`src/rtl/score_sequencer.sv`:
```
// Award sequencer for the BCD score counter: round-robin grants, N points -> N count_en pulses, clears, overflow.
// Optional SCORE_SATURATE_EN: stop issuing pulses at 9999 instead of letting the counter wrap.
module score_sequencer #(
    parameter int PTS_W = 4
) (
    input  logic             clock,
    input  logic             reset,
    input  logic             req0,
    input  logic [PTS_W-1:0] pts0,
    output logic             ack0,
    input  logic             req1,
    input  logic [PTS_W-1:0] pts1,
    output logic             ack1,
    input  logic             clear_req,
    input  logic             hold,
    input  logic [15:0]      digits,
    input  logic             cnt_carry,
    output logic             count_en,
    output logic             counter_clear,
    output logic             busy,
    output logic             overflow
);

    typedef enum logic [1:0] {IDLE, COUNT, CLEAR} state_t;

    state_t           state_q;
    logic [PTS_W-1:0] remaining_q;
    logic             rr_ptr_q;
    logic             ack0_q, ack1_q, count_en_q, counter_clear_q, busy_q, overflow_q;

    logic             grant0_d, grant1_d;
    logic [PTS_W-1:0] grant_pts_d;
    logic             sat_hit;

    always_comb begin
        grant0_d = req0;
        grant1_d = req1;
        if (req0 && req1) begin
            grant0_d = !rr_ptr_q;
            grant1_d = rr_ptr_q;
        end
        grant_pts_d = grant1_d ? pts1 : pts0;
    end

`ifdef SCORE_SATURATE_EN
    // digits lags count_en by one edge, so a pulse in flight at 9998 already reaches 9999.
    assign sat_hit = (digits == 16'h9999) || (count_en_q && (digits == 16'h9998));
`else
    logic unused_digits;
    assign unused_digits = ^digits;
    assign sat_hit       = 1'b0;
`endif

    always_ff @(posedge clock or negedge reset) begin
        if (!reset) begin
            state_q         <= IDLE;
            remaining_q     <= '0;
            rr_ptr_q        <= 1'b0;
            ack0_q          <= 1'b0;
            ack1_q          <= 1'b0;
            count_en_q      <= 1'b0;
            counter_clear_q <= 1'b0;
            busy_q          <= 1'b0;
            overflow_q      <= 1'b0;
        end else begin
            ack0_q          <= 1'b0;
            ack1_q          <= 1'b0;
            counter_clear_q <= 1'b0;
            if (cnt_carry) overflow_q <= 1'b1;

            case (state_q)
                IDLE: begin
                    count_en_q <= 1'b0;
                    if (clear_req) begin
                        state_q         <= CLEAR;
                        busy_q          <= 1'b1;
                        counter_clear_q <= 1'b1;
                        overflow_q      <= 1'b0;
                    end else if (grant0_d || grant1_d) begin
                        ack0_q      <= grant0_d;
                        ack1_q      <= grant1_d;
                        remaining_q <= grant_pts_d;
                        if (req0 && req1) rr_ptr_q <= ~rr_ptr_q;
                        if (grant_pts_d != '0) begin
                            state_q <= COUNT;
                            busy_q  <= 1'b1;
                        end
                    end
                end
                COUNT: begin
                    if (clear_req) begin
                        // Aborted award stays acked; its remaining points are dropped.
                        state_q         <= CLEAR;
                        remaining_q     <= '0;
                        count_en_q      <= 1'b0;
                        counter_clear_q <= 1'b1;
                        overflow_q      <= 1'b0;
                    end else if (sat_hit) begin
                        state_q     <= IDLE;
                        busy_q      <= 1'b0;
                        remaining_q <= '0;
                        count_en_q  <= 1'b0;
                        overflow_q  <= 1'b1;
                    end else if (remaining_q == '0) begin
                        state_q    <= IDLE;
                        busy_q     <= 1'b0;
                        count_en_q <= 1'b0;
                    end else if (hold) begin
                        count_en_q <= 1'b0;
                    end else begin
                        count_en_q  <= 1'b1;
                        remaining_q <= remaining_q - 1'b1;
                    end
                end
                CLEAR: begin
                    state_q    <= IDLE;
                    busy_q     <= 1'b0;
                    count_en_q <= 1'b0;
                end
                default: begin
                    state_q    <= IDLE;
                    busy_q     <= 1'b0;
                    count_en_q <= 1'b0;
                end
            endcase
        end
    end

    assign ack0          = ack0_q;
    assign ack1          = ack1_q;
    assign count_en      = count_en_q;
    assign counter_clear = counter_clear_q;
    assign busy          = busy_q;
    assign overflow      = overflow_q;

endmodule

```
`config.mk`:
```
export PLATFORM = sky130hd
export DESIGN_NAME = score_sequencer
export DESIGN_NICKNAME = d
export VERILOG_FILES = /design/src/rtl/score_sequencer.sv
export SDC_FILE = /design/constraint.sdc
export NUM_CORES = 1
export LEC_CHECK = 0
export ABC_CLOCK_PERIOD_IN_PS = 2900
export CAP_MARGIN = 20
export CELL_PAD_IN_SITES_DETAIL_PLACEMENT = 1
export CELL_PAD_IN_SITES_GLOBAL_PLACEMENT = 2
export CORE_MARGIN = 2
export CORE_UTILIZATION = 25
export CTS_BUF_LIST = sky130_fd_sc_hd__clkbuf_4 sky130_fd_sc_hd__clkbuf_8
export CTS_CLUSTER_DIAMETER = 40
export CTS_CLUSTER_SIZE = 14
export DETAILED_ROUTE_END_ITERATION = 10
export PLACE_DENSITY_LB_ADDON = 0.25
export SYNTH_ARGS = -nofsm -noshare
export SYNTH_HDL_FRONTEND = slang
export SYNTH_SLANG_ARGS = --single-unit
```
`constraint.sdc`:
```
create_clock -name clock -period 2.9 [get_ports clock]
set_input_delay 0.29 -clock clock [delete_from_list [all_inputs] [get_ports clock]]
set_output_delay 0.29 -clock clock [all_outputs]
set_load 0.005 [all_outputs]
```
**Run 1: where the registers sit**

Drawn at 8 px/um. Other sequential cells in the stronger gray, the rest of the logic in the fainter gray.
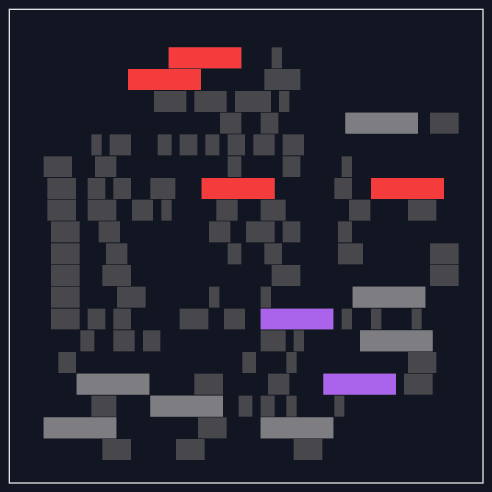
name in the netlist	color	flops
remaining_q	red	4
state_q	purple	2
not colored	7

**Run 1: nets reached from selected ports**

Drawn at 8 px/um.
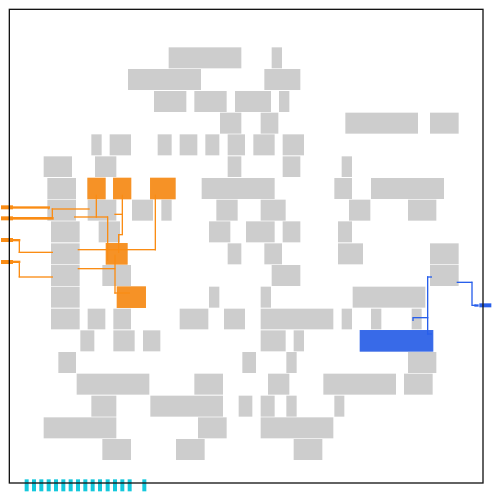
port	color	direction	end cells	buffers
digits	cyan	input	0	0
overflow	blue	output	1	1
pts1	orange	input	5	4

**Run 1: met2 routing**

Drawn at 4 px/um. Cells faint in the background.
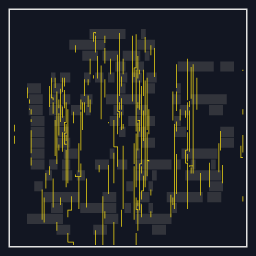
share of all routed wire	46%
longest straight run	27.2 um
main direction	vertical
wire length on this layer	846 um

## run 1: area by class of cell
| class | count | area, um^2 |
|---|---|---|
| fillers | 328 | 1820 |
| inverters | 5 | 18.8 |
| well taps | 31 | 38.8 |
| repair buffers | 20 | 200 |
| clock buffers | 3 | 22.5 |
| flip-flops and latches | 13 | 325 |
| multi-input cells | 55 | 379 |
| clock inverters | 1 | 5.00 |
## run 1: where the power goes
group	switching, mW	leakage, nW	internal, mW
registers	0.0421	0.163	0.222
logic	0.0900	0.225	0.0991
clock network	0.0653	0.0177	0.0512
## run 1: routing by layer
layer	wire length, um	share of wire [%]
met5	0	0
met4	17	0.92
met3	67	3.6
met2	846	46
met1	925	50
## run 1: critical path: cells and delay by family (launching register included)
family,cells,cell delay [ns]
AND-OR/OR-AND,1,0.24
adder cells (fa/ha/maj),1,0.14
buffers and inverters,1,0.09
flip-flops,1,0.42
multiplexers,1,0.33
AND/OR/NAND/NOR,2,0.57
## run 1: worst max-delay path by stage
stage                              start        endpoint  slack, ns  cells past startpoint
after global routing      remaining_q[0]  remaining_q[1]       0.78                      6
after floorplan           remaining_q[0]  remaining_q[0]       1.15                      6
after global placement              req1  remaining_q[0]       0.80                      5
final                     remaining_q[0]  remaining_q[1]       0.99                      6
after detailed placement            req1  remaining_q[1]       0.81                      5
after CTS                 remaining_q[0]  remaining_q[1]       0.97                      6
## run 1: sequential cells by signal, indices dropped and copies added (netlist names)
register       count
state_q            2
ack0               1
count_en           1
busy               1
ack1               1
overflow           1
rr_ptr_q           1
remaining_q        4
counter_clear      1
## run 1: cell families after synthesis
group	synth area share, %
muxes	4.30
AOI/OAI and AO/OA	18.2
and+or+nand+nor	23.1
adders and majority gates	3.31
buffers and inverters	6.94
xor gates and xnor gates	1.16
DFF	43.0
==> results.txt, run 1 <==
fresh numbers from the pnr run: status=complete, no violations, routability congestion estimate from global placement=0.727, Finish-stage setup viols=0, final std cells w/o fill=128, critical-path cell with the highest stage delay=dfrtp_1, Worst Path Max Fanout=5, clock tree from TritonCTS=yes, power per cell area=575 nW/um^2, wire length of the first global-routing pass=3060 um, Leakage=between 0.4 and 0.5 nW, ratio of final minimum period to clock period=66.0%, number of buffers on the longest clock path=2, GRT Total Usage=between 10% and 20%, largest area contributor in the synthesized netlist=dfrtp_1, r2r worst-path depth=6, total chip power=569 uW, Post-Syn Nets=111, startpoint-to-endpoint class of the critical path=flip-flop to flip-flop, Clock Pin Slew Worst Setup and Hold Paths=0.09 ns, dominant synthesized flop cell=dfrtp_1, startpoint class of the critical path=flip-flop, clock skew=0.00596 ns, met2 usage in global routing=19.0%, Resized cells post-CTS=0, clock latency on the worst-skew pair=0.28 ns, highest clock rate=523 MHz, part of the Yosys area used for sequential elements=43.0%, most instantiated library cell after synthesis=dfrtp_1, area of all placed cells without fillers=roughly 1000 um^2, Avg Inst Size Synth=just under 10 um^2, clock tree root buffer cell=clkbuf_4, most common cell after layout, fill and taps aside=clkdlybuf4s50_1, Arrival @ worst endpoint=about 2.1 ns, most frequent logic cells in the routed design=clkdlybuf4s50_1 (20), dfrtp_1 (13), nor2_1 (6), die width=about 59 um, layout net count=131, number of antenna violations at the first check in global routing=0, mean number of vias per cell=5.18, Ant. Diodes=0, max-cap violation count=0, reg2reg setup slack=0.99 ns, Post-CTS Repair Setup Buffers=0, final hold violation count=0, number of different library cells in the post-synthesis netlist=36, pins over their slew limit=0, worst hold margin=0.392 ns, met1 demand-to-capacity share in global routing=15.1%, reg2reg end=remaining_q[1], most used routing layer=met2, number of DRC violations after detailed routing=0, total wire length after detailed routing=1860 um, Synth Warn #=0, overall via count from detail_route=663, post-DP HPWL=1460 um, post-synthesis cell area=757 um^2, mean routed wirelength per cell=between 10 and 15 um, tally of OpenROAD warnings=approximately 43, cells in synth_stat.txt=approximately 78, post-synth tally of flip-flops with integrated enable=0, layout cell share with drive strength beyond 1=5.15%, headroom to the max-slew limit=57.8%, largest net degree at the start of global routing=14, number of cell rows=19, die outline height=59.0 um, Die Size=3480 um^2, Layout area overhead=30.7%, Area leader share=43.0%, path category of the worst min-delay check=primary input to asynchronous set/reset pin, buffers added on ports=20, area of the synthesized netlist per yosys stat=757 um^2, number of synthesized register bits=13, setup repair after global routing missed its margin=false, Reg-to-Reg Start=remaining_q[0], critical path cell sequence=inv_1 -> ha_1 -> nor3b_1 -> or2_0 -> a311o_1 -> mux2_1, final-layout setup total negative slack=0 ns, number of buffers created by CTS=3, VDD IR max=199 uV, router iterations before antenna repair=3, final critical delay including setup and external delays=1.91 ns, # placed instances=124, number of placed I/O pins=37, Initial Utilization=27.0%, commonest cells in the synthesized netlist=dfrtp_1 (13), nor2_1 (6), inv_1 (5), maximum level of the CTS H-tree=1, number of sinks on the clock net=13, number of routed nets with antenna violations=0, FFs w/ async S/R, synth=100%, Tightest Pin Transition=0.631 ns, Worst Setup Slack, final=~0.99 ns, critical path capture point type=flip-flop, slowest cell delay on critical path=0.42 ns, Post-Place Cell Area=962 um^2, biggest area contributors in the synthesized netlist=dfrtp_1 (43%), ha_1 (3.3%), mux2_1 (3.0%), nor2_1 (3.0%), o211ai_1 (3.0%), Starting DRT DRC Count=4, core region area=approximately 2800 um^2, via count of the first global-routing pass=702, Global Route met3 Usage=1.97%, utilization after layout=35.3%, cells after synthesis=roughly 78, Data required, critical path=3.06 ns, placement-stage worst setup slack=0.808 ns, remaining global-route overflow=0, Hold Buf Count CTS=0
==> inputs of run 2 (changes only) <==
ABC_CLOCK_PERIOD_IN_PS = 1900   (was 2900)
CORE_UTILIZATION = 23   (was 25)
clock period = 1.9 ns   (was 2.9 ns; I/O delays follow)
**Run 2: selected gate families**

Drawn at 8 px/um.
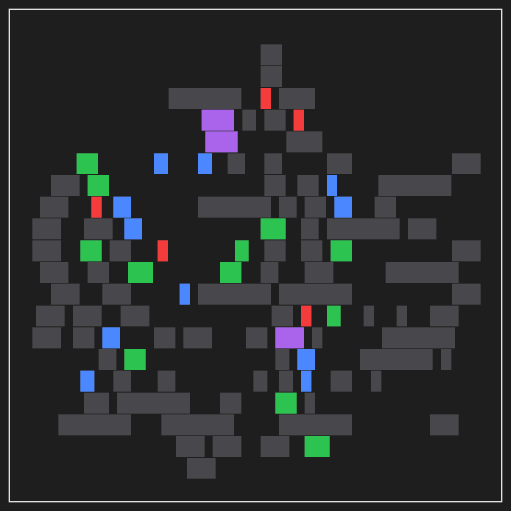
family	color	cells
aoi and oai cells	green	12
mux cells	purple	3
nand cells	blue	11
inv cells	red	5

**Run 2: met2 routing**

Drawn at 4 px/um. Cells faint in the background.
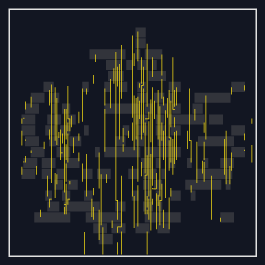
wire length on this layer	1020 um
share of all routed wire	51%
longest straight run	37.0 um

==> run 2 against run 1 <==
Sequential power grew 49%. Via count rose by 6.3%. Largest cell class unchanged. Largest power group unchanged. Highest routed layer unchanged. Worst hold slack got worse by 0.12 ns. Critical path type unchanged. Register-to-register slack worse by 0.86 ns.
==> results.txt, run 2 <==
fresh numbers from the pnr run: area share of and-or/or-and cells after synthesis=18.2%, core region area=3100 um^2, Layout area overhead=42.8%, setup repair after global routing missed its margin=false, routability congestion estimate from global placement=0.752, remaining global-route overflow=0, number of buffers on the longest clock path=2, Buf/Inv on CP=1, Starting DRT DRC Count=12, post-DP HPWL=between 1500 and 2000 um, Area leader share=43.0%, clock tree from TritonCTS=yes, Hold Buf Count CTS=0, largest net degree at the start of global routing=14, die width=61.4 um, reg2reg setup slack=about 0.13 ns, number of antenna violations at the first check in global routing=0, number of buffers created by CTS=3, final std cells w/o fill=151, largest delay contributor family on the critical path=AND-OR/OR-AND gates, Worst Setup Slack, final=0.126 ns, area of all placed cells without fillers=1080 um^2, FFs w/ async S/R, synth=100%, Resized cells post-CTS=0, Post-Syn Nets=111, pins over their slew limit=0, Finish-stage setup viols=0, post-synthesis cell area=757 um^2, r2r worst-path depth=6, # placed instances=147, cells in synth_stat.txt=78, Initial Utilization=24.4%, critical path capture point type=flip-flop, slowest cell delay on critical path=~0.4 ns, startpoint class of the critical path=flip-flop, number of placed I/O pins=37, clock skew=~0.0021 ns, final hold violation count=0, placement-stage worst setup slack=-0.00741 ns, part of the Yosys area used for sequential elements=approximately 43%, highest clock rate=roughly 560 MHz, portion of netlist area occupied by mux cells=4.30%, most instantiated library cell after synthesis=dfrtp_1, Storage cell area=325 um^2, final critical delay including setup and external delays=1.77 ns, most common cell after layout, fill and taps aside=clkdlybuf4s50_1, die outline height=61.4 um, startpoint-to-endpoint class of the critical path=flip-flop to flip-flop, Synth Warn #=0, router iterations before antenna repair=3, Arrival @ worst endpoint=1.95 ns, total of fill cells in the finished design=374, VDD IR max=375 uV, number of routed nets with antenna violations=0, total wire length after detailed routing=2010 um, commonest cells in the synthesized netlist=dfrtp_1 (13), nor2_1 (6), inv_1 (5), max-cap violation count=0, post-synthesis adder-cell area fraction=3.31%, overall via count from detail_route=705, layout net count=141, number of cell rows=20, post-synth tally of flip-flops with integrated enable=0, clock tree root buffer cell=clkbuf_4, flip-flop count of the largest register after layout=4, mean routed wirelength per cell=13.3 um, number of different library cells in the post-synthesis netlist=36, biggest area contributors in the synthesized netlist=dfrtp_1 (43%), ha_1 (3.3%), mux2_1 (3.0%), nor2_1 (3.0%), o211ai_1 (3.0%), largest reg by FF count=remaining_q, Tightest Pin Transition=0.607 ns, Clock Pin Slew Worst Setup and Hold Paths=0.09 ns, number of synthesized register bits=13, ratio of final minimum period to clock period=93.4%, wire length of the first global-routing pass=3560 um, mean number of vias per cell=around 4.7, Leakage=between 0.4 and 0.5 nW, Post-Place Cell Area=1050 um^2, via count of the first global-routing pass=811, status=complete, no violations, maximum level of the CTS H-tree=1, Die Size=3770 um^2, Worst Path Max Fanout=3, synthesized-area fraction occupied by and/or/nand/nor cells=around 23%, biggest regs=remaining_q (4), state_q (2), clock latency on the worst-skew pair=between 0.2 and 0.3 ns, headroom to the max-slew limit=59.4%, Ant. Diodes=0, power per cell area=870 nW/um^2, layout cell share with drive strength beyond 1=14.0%
[run 2: cell counts after synthesis]
No cell type changed its count.
[run 2: logic make-up after synthesis]
logic type | Yosys count
flops | 13
fa+ha+maj | 2
buf+inv | 10
simple gates | 32
compound gates | 17
xor+xnor | 1
mux | 3
[run 2: path summary, 6_finish.rpt]
path | from | to
setup reg to reg | remaining_q[0] | remaining_q[1]
hold / removal | reset | state_q[1]
min in group clock | cnt_carry | overflow
hold reg to reg | overflow | overflow
setup / recovery | remaining_q[0] | remaining_q[1]
max in group asynchronous | reset | remaining_q[0]
[run 2: final cells by class]
| class | instances | share of cell area (%) |
|---|---|---|
| inverter | 5 | 1.74 |
| timing repair buffer | 30 | 25.5 |
| sequential | 13 | 30.1 |
| clock buffer | 3 | 2.08 |
| tap | 44 | 5.09 |
| clock inverter | 1 | 0.463 |
| multi-input combinational | 55 | 35.1 |
[run 2: report_power, final]
group,switching (mW),total (mW),internal [mW]
clock network,0.107,0.185,0.0785
logic,0.163,0.363,0.200
registers,0.0544,0.393,0.338
[run 2: routing by layer]
metal | GRT usage (%) | vias to the layer above | wire length [um]
li1 | - | 344 | -
met1 | 15.1 | 339 | 902
met2 | 23.4 | 20 | 1020
met3 | 1.26 | 2 | 60
met4 | 6.38 | 0 | 28
met5 | 0 | - | 0
[run 2: per-stage QoR]
step           power, mW  util (%)  hold slack [ns]  setup TNS [ns]
2_1_floorplan      0.587         -           -0.106               0
3_3_place_gp       0.758      34.0            0.480               0
3_5_place_dp       0.770      34.0            0.506        -0.00741
4_1_cts            0.960      34.8            0.302               0
5_1_grt             1.02      34.8            0.328               0
6_report           0.941      34.8            0.272               0
Power figures rest on the tool's default switching activity, not on a simulated workload.
